[src/rtl/pic_pkg.sv]
// Shared constants for the 8259 command sequencer.
// This package holds the following:
//   - the FSM state encoding
//   - the OCW2 command codes
//   - the ICW/OCW bit positions
//   - the default bus and IRQ widths
package pic_pkg;

    localparam int DATA_W_DEF = 8;
    localparam int IRQ_N_DEF  = 8;

    typedef enum logic [2:0] {
        ST_UNINIT    = 3'd0,
        ST_WAIT_ICW2 = 3'd1,
        ST_WAIT_ICW3 = 3'd2,
        ST_WAIT_ICW4 = 3'd3,
        ST_READY     = 3'd4
    } pic_state_t;

    // OCW2 {R, SL, EOI} codes as seen on ocw2_cmd
    typedef enum logic [2:0] {
        OCW2_ROT_AEOI_CLR = 3'b000,
        OCW2_NS_EOI       = 3'b001,
        OCW2_NOP          = 3'b010,
        OCW2_S_EOI        = 3'b011,
        OCW2_ROT_AEOI_SET = 3'b100,
        OCW2_ROT_NS_EOI   = 3'b101,
        OCW2_SET_PRIO     = 3'b110,
        OCW2_ROT_S_EOI    = 3'b111
    } ocw2_cmd_t;

    // ICW1 bit positions
    localparam int ICW1_IC4  = 0;
    localparam int ICW1_SNGL = 1;
    localparam int ICW1_LTIM = 3;

    // ICW4 bit positions
    localparam int ICW4_UPM  = 0;
    localparam int ICW4_AEOI = 1;
    localparam int ICW4_MS   = 2;
    localparam int ICW4_BUF  = 3;
    localparam int ICW4_SFNM = 4;

    // OCW3 bit positions
    localparam int OCW3_RIS  = 0;
    localparam int OCW3_RR   = 1;
    localparam int OCW3_P    = 2;
    localparam int OCW3_SMM  = 5;
    localparam int OCW3_ESMM = 6;

endpackage

[src/rtl/pic_readback_mux.sv]
// Read-back select for the 8259 data bus.
// When A0 is high, the mux returns the IMR.
// When A0 is low, it returns the IRR or the ISR, chosen by ris.
// The mux drives the bus only while a read is in progress and initialization is complete.
module pic_readback_mux
    import pic_pkg::*;
#(
    parameter int DATA_W = DATA_W_DEF,
    parameter int IRQ_N  = IRQ_N_DEF
) (
    input  logic              read,
    input  logic              A0,
    input  logic              init_done,
    input  logic              ris,
    input  logic [IRQ_N-1:0]  imr,
    input  logic [IRQ_N-1:0]  irr,
    input  logic [IRQ_N-1:0]  isr,
    output logic [DATA_W-1:0] data_out,
    output logic              data_out_en
);

    // Same-cycle register select and drive enable
    always_comb begin
        data_out_en = read & init_done;
        if (A0)
            data_out = DATA_W'(imr);
        else if (ris)
            data_out = DATA_W'(isr);
        else
            data_out = DATA_W'(irr);
    end

endmodule

[src/rtl/pic_command_sequencer.sv]
// 8259 command sequencer.
// The block consumes the write strobes from the bus buffer.
// It walks the ICW1->ICW2->[ICW3]->[ICW4] chain and then holds the PIC configuration.
// It also keeps the operation-word state: the IMR, the last OCW2, and the OCW3 read and mask selects.
// Optional macro PIC_READBACK_EN enables the IRR/ISR/IMR read-back path.
module pic_command_sequencer
    import pic_pkg::*;
#(
    parameter int DATA_W = DATA_W_DEF,
    parameter int IRQ_N  = IRQ_N_DEF
) (
    input  logic              clk,
    input  logic              reset,
    input  logic [DATA_W-1:0] internal_bus,
    input  logic              ICW_1,
    input  logic              ICW_2_4,
    input  logic              OCW_1,
    input  logic              OCW_2,
    input  logic              OCW_3,
    input  logic              read,
    input  logic              A0,
    input  logic [IRQ_N-1:0]  irr,
    input  logic [IRQ_N-1:0]  isr,
    output logic              init_done,
    output logic              ltim,
    output logic              single,
    output logic              ic4,
    output logic [4:0]        vector_base,
    output logic [7:0]        cascade_cfg,
    output logic              upm,
    output logic              aeoi,
    output logic              ms,
    output logic              buf_mode,
    output logic              sfnm,
    output logic [IRQ_N-1:0]  imr,
    output logic              ocw2_valid,
    output logic [2:0]        ocw2_cmd,
    output logic [2:0]        ocw2_level,
    output logic              ris,
    output logic              smm,
    output logic              poll_cmd,
    output logic [DATA_W-1:0] data_out,
    output logic              data_out_en
);

    pic_state_t state;
    pic_state_t state_next;

    logic icw_accept;
    logic ocw1_accept;
    logic ocw2_accept;
    logic ocw3_accept;

    // State register
    always_ff @(posedge clk) begin
        if (reset)
            state <= ST_UNINIT;
        else
            state <= state_next;
    end

    // Next state: ICW1 restarts the chain from anywhere; A0=1 writes advance it
    always_comb begin
        state_next = state;
        if (ICW_1) begin
            state_next = ST_WAIT_ICW2;
        end else if (ICW_2_4) begin
            case (state)
                ST_WAIT_ICW2: begin
                    if (!single)
                        state_next = ST_WAIT_ICW3;
                    else if (ic4)
                        state_next = ST_WAIT_ICW4;
                    else
                        state_next = ST_READY;
                end
                ST_WAIT_ICW3: state_next = ic4 ? ST_WAIT_ICW4 : ST_READY;
                ST_WAIT_ICW4: state_next = ST_READY;
                default:      state_next = state;
            endcase
        end
    end

    // State-derived outputs and strobe qualification (ICW1 overrides every other strobe)
    always_comb begin
        init_done   = (state == ST_READY);
        icw_accept  = ICW_2_4 & ~ICW_1 &
                      ((state == ST_WAIT_ICW2) | (state == ST_WAIT_ICW3) |
                       (state == ST_WAIT_ICW4));
        ocw1_accept = OCW_1 & ~ICW_1 & init_done;
        ocw2_accept = OCW_2 & ~ICW_1 & init_done;
        ocw3_accept = OCW_3 & ~ICW_1 & init_done;
    end

    // Initialization-word configuration registers
    always_ff @(posedge clk) begin
        if (reset) begin
            ltim        <= 1'b0;
            single      <= 1'b0;
            ic4         <= 1'b0;
            vector_base <= 5'd0;
            cascade_cfg <= 8'd0;
            upm         <= 1'b0;
            aeoi        <= 1'b0;
            ms          <= 1'b0;
            buf_mode    <= 1'b0;
            sfnm        <= 1'b0;
        end else if (ICW_1) begin
            ltim        <= internal_bus[ICW1_LTIM];
            single      <= internal_bus[ICW1_SNGL];
            ic4         <= internal_bus[ICW1_IC4];
            vector_base <= 5'd0;
            cascade_cfg <= 8'd0;
            upm         <= 1'b0;
            aeoi        <= 1'b0;
            ms          <= 1'b0;
            buf_mode    <= 1'b0;
            sfnm        <= 1'b0;
        end else if (icw_accept) begin
            case (state)
                ST_WAIT_ICW2: vector_base <= internal_bus[7:3];
                ST_WAIT_ICW3: cascade_cfg <= internal_bus[7:0];
                ST_WAIT_ICW4: begin
                    upm      <= internal_bus[ICW4_UPM];
                    aeoi     <= internal_bus[ICW4_AEOI];
                    ms       <= internal_bus[ICW4_MS];
                    buf_mode <= internal_bus[ICW4_BUF];
                    sfnm     <= internal_bus[ICW4_SFNM];
                end
                default: ;
            endcase
        end
    end

    // Operation-word state; ICW1 drops the mask and read/mask selects but keeps the last OCW2
    always_ff @(posedge clk) begin
        if (reset) begin
            imr        <= '0;
            ocw2_cmd   <= 3'd0;
            ocw2_level <= 3'd0;
            ris        <= 1'b0;
            smm        <= 1'b0;
        end else if (ICW_1) begin
            imr        <= '0;
            ris        <= 1'b0;
            smm        <= 1'b0;
        end else begin
            if (ocw1_accept)
                imr <= IRQ_N'(internal_bus);
            if (ocw2_accept) begin
                ocw2_cmd   <= internal_bus[7:5];
                ocw2_level <= internal_bus[2:0];
            end
            if (ocw3_accept) begin
                if (internal_bus[OCW3_RR])
                    ris <= internal_bus[OCW3_RIS];
                if (internal_bus[OCW3_ESMM])
                    smm <= internal_bus[OCW3_SMM];
            end
        end
    end

    // One-cycle command pulses for the priority logic
    always_ff @(posedge clk) begin
        if (reset) begin
            ocw2_valid <= 1'b0;
            poll_cmd   <= 1'b0;
        end else begin
            ocw2_valid <= ocw2_accept;
            poll_cmd   <= ocw3_accept & internal_bus[OCW3_P];
        end
    end

`ifdef PIC_READBACK_EN
    pic_readback_mux #(
        .DATA_W (DATA_W),
        .IRQ_N  (IRQ_N)
    ) u_readback (
        .read        (read),
        .A0          (A0),
        .init_done   (init_done),
        .ris         (ris),
        .imr         (imr),
        .irr         (irr),
        .isr         (isr),
        .data_out    (data_out),
        .data_out_en (data_out_en)
    );
`else
    // Read-back disabled: bus never driven, read-side inputs intentionally sunk
    logic unused_readback;
    assign unused_readback = ^{read, A0, irr, isr};
    assign data_out        = '0;
    assign data_out_en     = 1'b0;
`endif

endmodule
[config.mk]
export PLATFORM = sky130hd
export DESIGN_NAME = pic_command_sequencer
export DESIGN_NICKNAME = d
export VERILOG_FILES = /design/src/rtl/pic_pkg.sv /design/src/rtl/pic_readback_mux.sv /design/src/rtl/pic_command_sequencer.sv
export SDC_FILE = /design/constraint.sdc
export NUM_CORES = 1
export LEC_CHECK = 0
export CORE_MARGIN = 2
export CORE_UTILIZATION = 30
export CTS_BUF_LIST = sky130_fd_sc_hd__clkbuf_8
export CTS_CLUSTER_SIZE = 40
export DETAILED_ROUTE_END_ITERATION = 12
export MAX_ROUTING_LAYER = met4
export PLACE_DENSITY = 0.72
export SKIP_CTS_REPAIR_TIMING = 1
export SLEW_MARGIN = 25
export SYNTH_ARGS = -nofsm -noshare
export SYNTH_HDL_FRONTEND = slang
export SYNTH_SLANG_ARGS = --single-unit
[constraint.sdc]
create_clock -name clk -period 1.6 [get_ports clk]
set_input_delay 0.4 -clock clk [delete_from_list [all_inputs] [get_ports clk]]
set_output_delay 0.4 -clock clk [all_outputs]
set_load 0.03 [all_outputs]
### Power grid

The bar under the picture is 20 um long. Pins as bars on the die edge.
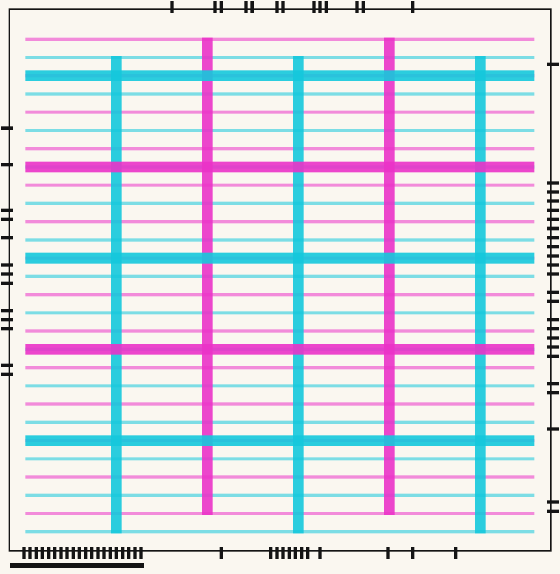
[cyan] VSS
[magenta] VDD
met5 straps: 5
rows: 27

### M2 wires

The bar under the picture is 20 um long.
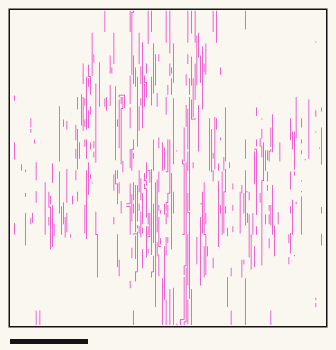
nets with wire on the layer: 230
main direction: vertical
longest straight run: 31.6 um
wire length on this layer: 1,990 um
share of all routed wire: 47%

### Metal layers overlaid

The bar under the picture is 20 um long. Only two layers are drawn.
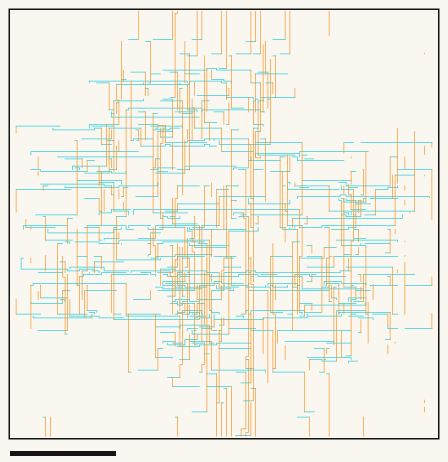
[cyan] M1 | wire length: 1,950 um
[orange] M2 | wire length: 1,990 um

### Clock nets

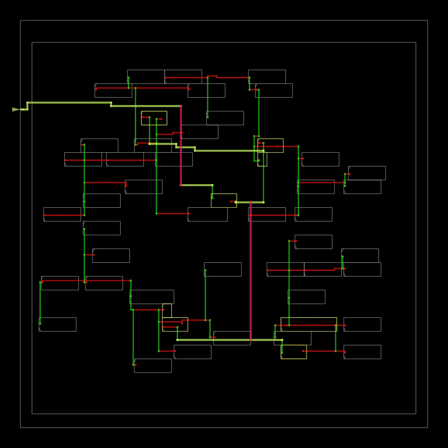
sequential cell count: 42
number of clock buffers in the layout: 5

### Metal 3

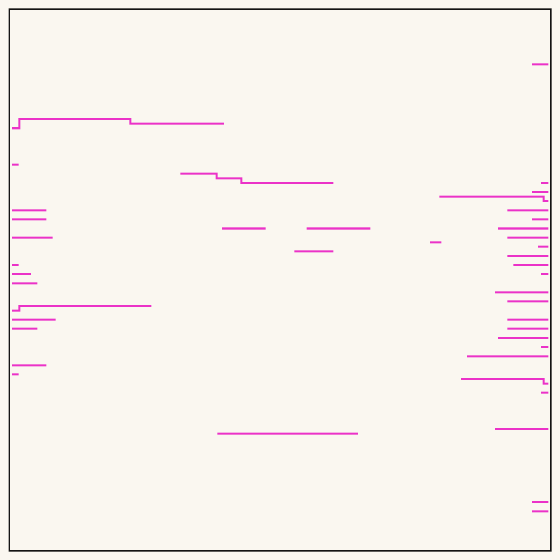
main direction: horizontal
nets with wire on the layer: 40
share of all routed wire: 6.7%
longest straight run: 20.7 um
wire length on this layer: 286 um

==> results.md <==
| Result | Reported | Unit |
|:---|:---|:---|
| Result of the run | finished, final reports clean | - |
| Startpoint of the worst-slack reg-to-reg timing path | state[2] | - |
| Seq area share | 31.4 | % |
| Switching fraction of total power | 23.8 | % |
| Post-synth ARST share | 0 | % |
| Cell leakage power | 1.74 | nW |
| Final Total Pwr | 2.11 | mW |
| Reg-to-reg endpoint | imr[4] | - |
| Quantity of I/O buffers inserted on ports | 54 | - |
| Area fraction in compound gates | 9.19 | % |
| Logic depth of the worst path, buffers included | 3 | - |
| Leading cell type by number of instances after synthesis | sky130_fd_sc_hd__dfxtp_1 | - |
| Most used standard cells in the synthesized netlist | 42 x sky130_fd_sc_hd__dfxtp_1, 28 x sky130_fd_sc_hd__nand2_1, 23 x sky130_fd_sc_hd__mux2i_1 | - |
| Post-route worst setup slack | 0.0775 | ns |
| Bufs and invs on worst path | 1 | - |
| Met2 track demand over resource in global routing | 21.6 | % |
| Most common cell after layout, fill and taps aside | sky130_fd_sc_hd__dfxtp_1 | - |
| Critical path startpoint | state[1] | - |
| Post-placement cell area | 2450 | um^2 |
| Count of inserted tapcells | 72 | - |
| Synthesized chip area reported by yosys | 1760 | um^2 |
| Main kind of combinational logic by area | simple AND/OR/NAND/NOR gates | - |
| Endpoint class of the critical path | output port | - |
| AND/OR/NAND/NOR Cells, Area Fraction | 21.8 | % |
| Clock transition at the register clock pins on the worst setup and hold paths after CTS | 0.08 | ns |
| Internal portion of total power | 1.61 | mW |
| Largest area class, layout | flip-flops and latches | - |
| Max-cap violation count | 0 | - |
| Overall fraction of global-route tracks in use | 14.0 | % |
| Antenna viol nets, final | 0 | - |
| Switching power of the nets | 0.502 | mW |
| Proportion of layout cells with a drive suffix above 1 | 16.5 | % |
| Area occupied by registers | 846 | um^2 |
| # Cells Yosys | 177 | - |
| Type of the worst setup path | reg -> out | - |
| Pwr Density | 783 | nW/um^2 |
| Terminating pin of the worst hold path | ocw2_level[0] | - |
| DRC errors left | 0 | - |
| Worst hold start | ocw2_level[0] | - |
| Type of the tightest min-delay check | reg -> reg | - |
| Worst endpoint required time | 1.20 | ns |
| Deepest level of the CTS H-tree | 2 | - |
| Site row count | 27 | - |
| Maximum count of clock buffers along a single path | 2 | - |
| Clock latency on the worst-skew pair | 0.30 | ns |
| Biggest consumer | sequential cells | - |
| Count of inverters other than clock inverters in the layout | 2 | - |
| Proportion of power drawn by combinational gates | 10.4 | % |
| Floorplan die width | 80.5 | um |
| Iteration tally of the first detailed-router pass | 4 | - |
| Final design instance area without fill | 2700 | um^2 |
| Leading post-synthesis cells by cell area | sky130_fd_sc_hd__dfxtp_1 48%, sky130_fd_sc_hd__mux2i_1 13%, sky130_fd_sc_hd__nand2_1 6.0%, sky130_fd_sc_hd__o221a_1 5.1%, sky130_fd_sc_hd__buf_4 4.3% | - |
| Topmost layer with routed signal wires | met4 | - |
| Number of buffers added by the clock tree synthesis step | 5 | - |
| Area share of fa/ha/maj cells after synthesis | 0 | % |
| RSZ-0062 raised after global routing | false | - |
| Mi-comb count | 120 | - |
| Critical path cell sequence | nor2_2 -> and2_4 -> buf_6 | - |
| Sequential Power Share | 50.4 | % |
| Synth area leader | sky130_fd_sc_hd__dfxtp_1 | - |
| FF-to-FF setup slack | 0.26 | ns |
| Combinational power | 0.219 | mW |
| Area share of the largest cell type after synthesis | 47.9 | % |
| Netlist Area Pre-Place | 1760 | um^2 |
| Clock sink count | 42 | - |
| Clock Skew | 0.0105 | ns |
| Via Count | 1,478 | - |
| Number of fill cells in the layout | 527 | - |
| Final Hold Violating Endpoints | 0 | - |
| Largest delay share family, worst path | flip-flops | - |
| Grt met1 use | 17.4 | % |
| Most frequent cells in the layout | 40 x sky130_fd_sc_hd__dfxtp_1, 39 x sky130_fd_sc_hd__dlymetal6s2s_1, 28 x sky130_fd_sc_hd__nand2_1, 23 x sky130_fd_sc_hd__mux2i_1, 20 x sky130_fd_sc_hd__buf_4 | - |
| Sequential Power | 1.06 | mW |
| FF+latch count, synth | 42 | - |
| Final-report max-slew violation count | 0 | - |
| Number of cell instances on the worst register-to-register path | 4 | - |
| CP startpoint kind | flip-flop | - |
| Vias in the first global route | 1,440 | - |
| Finished Layout Cells | 320 | - |
| Signed area change from the synthesized netlist to the final layout | 53.4 | % |
| Regs by FF count | cascade_cfg (8), imr (8), vector_base (5) | - |
| Post-layout minimum cycle time | 1.52 | ns |
| Total routed wire length on the met1 layer | 1950 | um |
| Routed via count divided by cell count | 4.62 | - |
| Initial antenna violation count | 0 | - |
| Standard cell with the maximum stage delay on the critical path | sky130_fd_sc_hd__dfxtp_4 | - |
| Crit path largest cell delay | 0.38 | ns |
| Post-Syn Instances | 177 | - |
| Final-report setup violation count | 0 | - |
| Clock share of power | 39.2 | % |
| Total die size | 6480 | um^2 |
| Met2 wire length | 1990 | um |
| Worst ir drop on vdd | 340 | uV |
| Area fraction in mux cells | 13.1 | % |
| Total area of multi-input combinational cells | 827 | um^2 |
| Maximum number of pins on one net before global-route repair | 24 | - |
| Wire length on met3 | 285 | um |
| Maximum frequency from static timing analysis | 0.657 | GHz |
| Capture point of the worst path | init_done | - |
| Number of cells in the design after placement | 312 | - |
| Ports | 82 | - |
| TNS Setup | 0 | ns |
| Predominant post-synthesis flop cell | sky130_fd_sc_hd__dfxtp_1 | - |
| Root buffer cell | sky130_fd_sc_hd__clkbuf_8 | - |
| Floorplan core area | 5570 | um^2 |
| Biggest fanout along the worst timing path | 8 | - |
| Mean cell area of the mapped netlist | 9.92 | um^2 |
| Vertical die dimension | 80.5 | um |
| Hold-critical path depth | 2 | - |
| Global-route wire length before repair | 6770 | um |
| Data arrival, critical path | 1.12 | ns |
| Power drawn by the clock network | 0.826 | mW |
| Non-clock buffering overhead | 30.3 | % |
| Peak-usage layer in the global routing report | met2 | - |
| Post-synthesis share of cell area spent on xor and xnor gates | 0 | % |
| Non-clock buffer total of the final layout | 76 | - |
| Hold_ws | 0.461 | ns |
| Met3 routing resource usage after global routing | 4.38 | % |
| Number of diodes | 0 | - |
| DPL Wire Length | 3190 | um |
| Number of nets in the layout | 280 | - |
| Yosys warnings | 0 | - |
| Warning total across the stage logs | 44 | - |
Power is estimated from default activity; no workload was simulated.
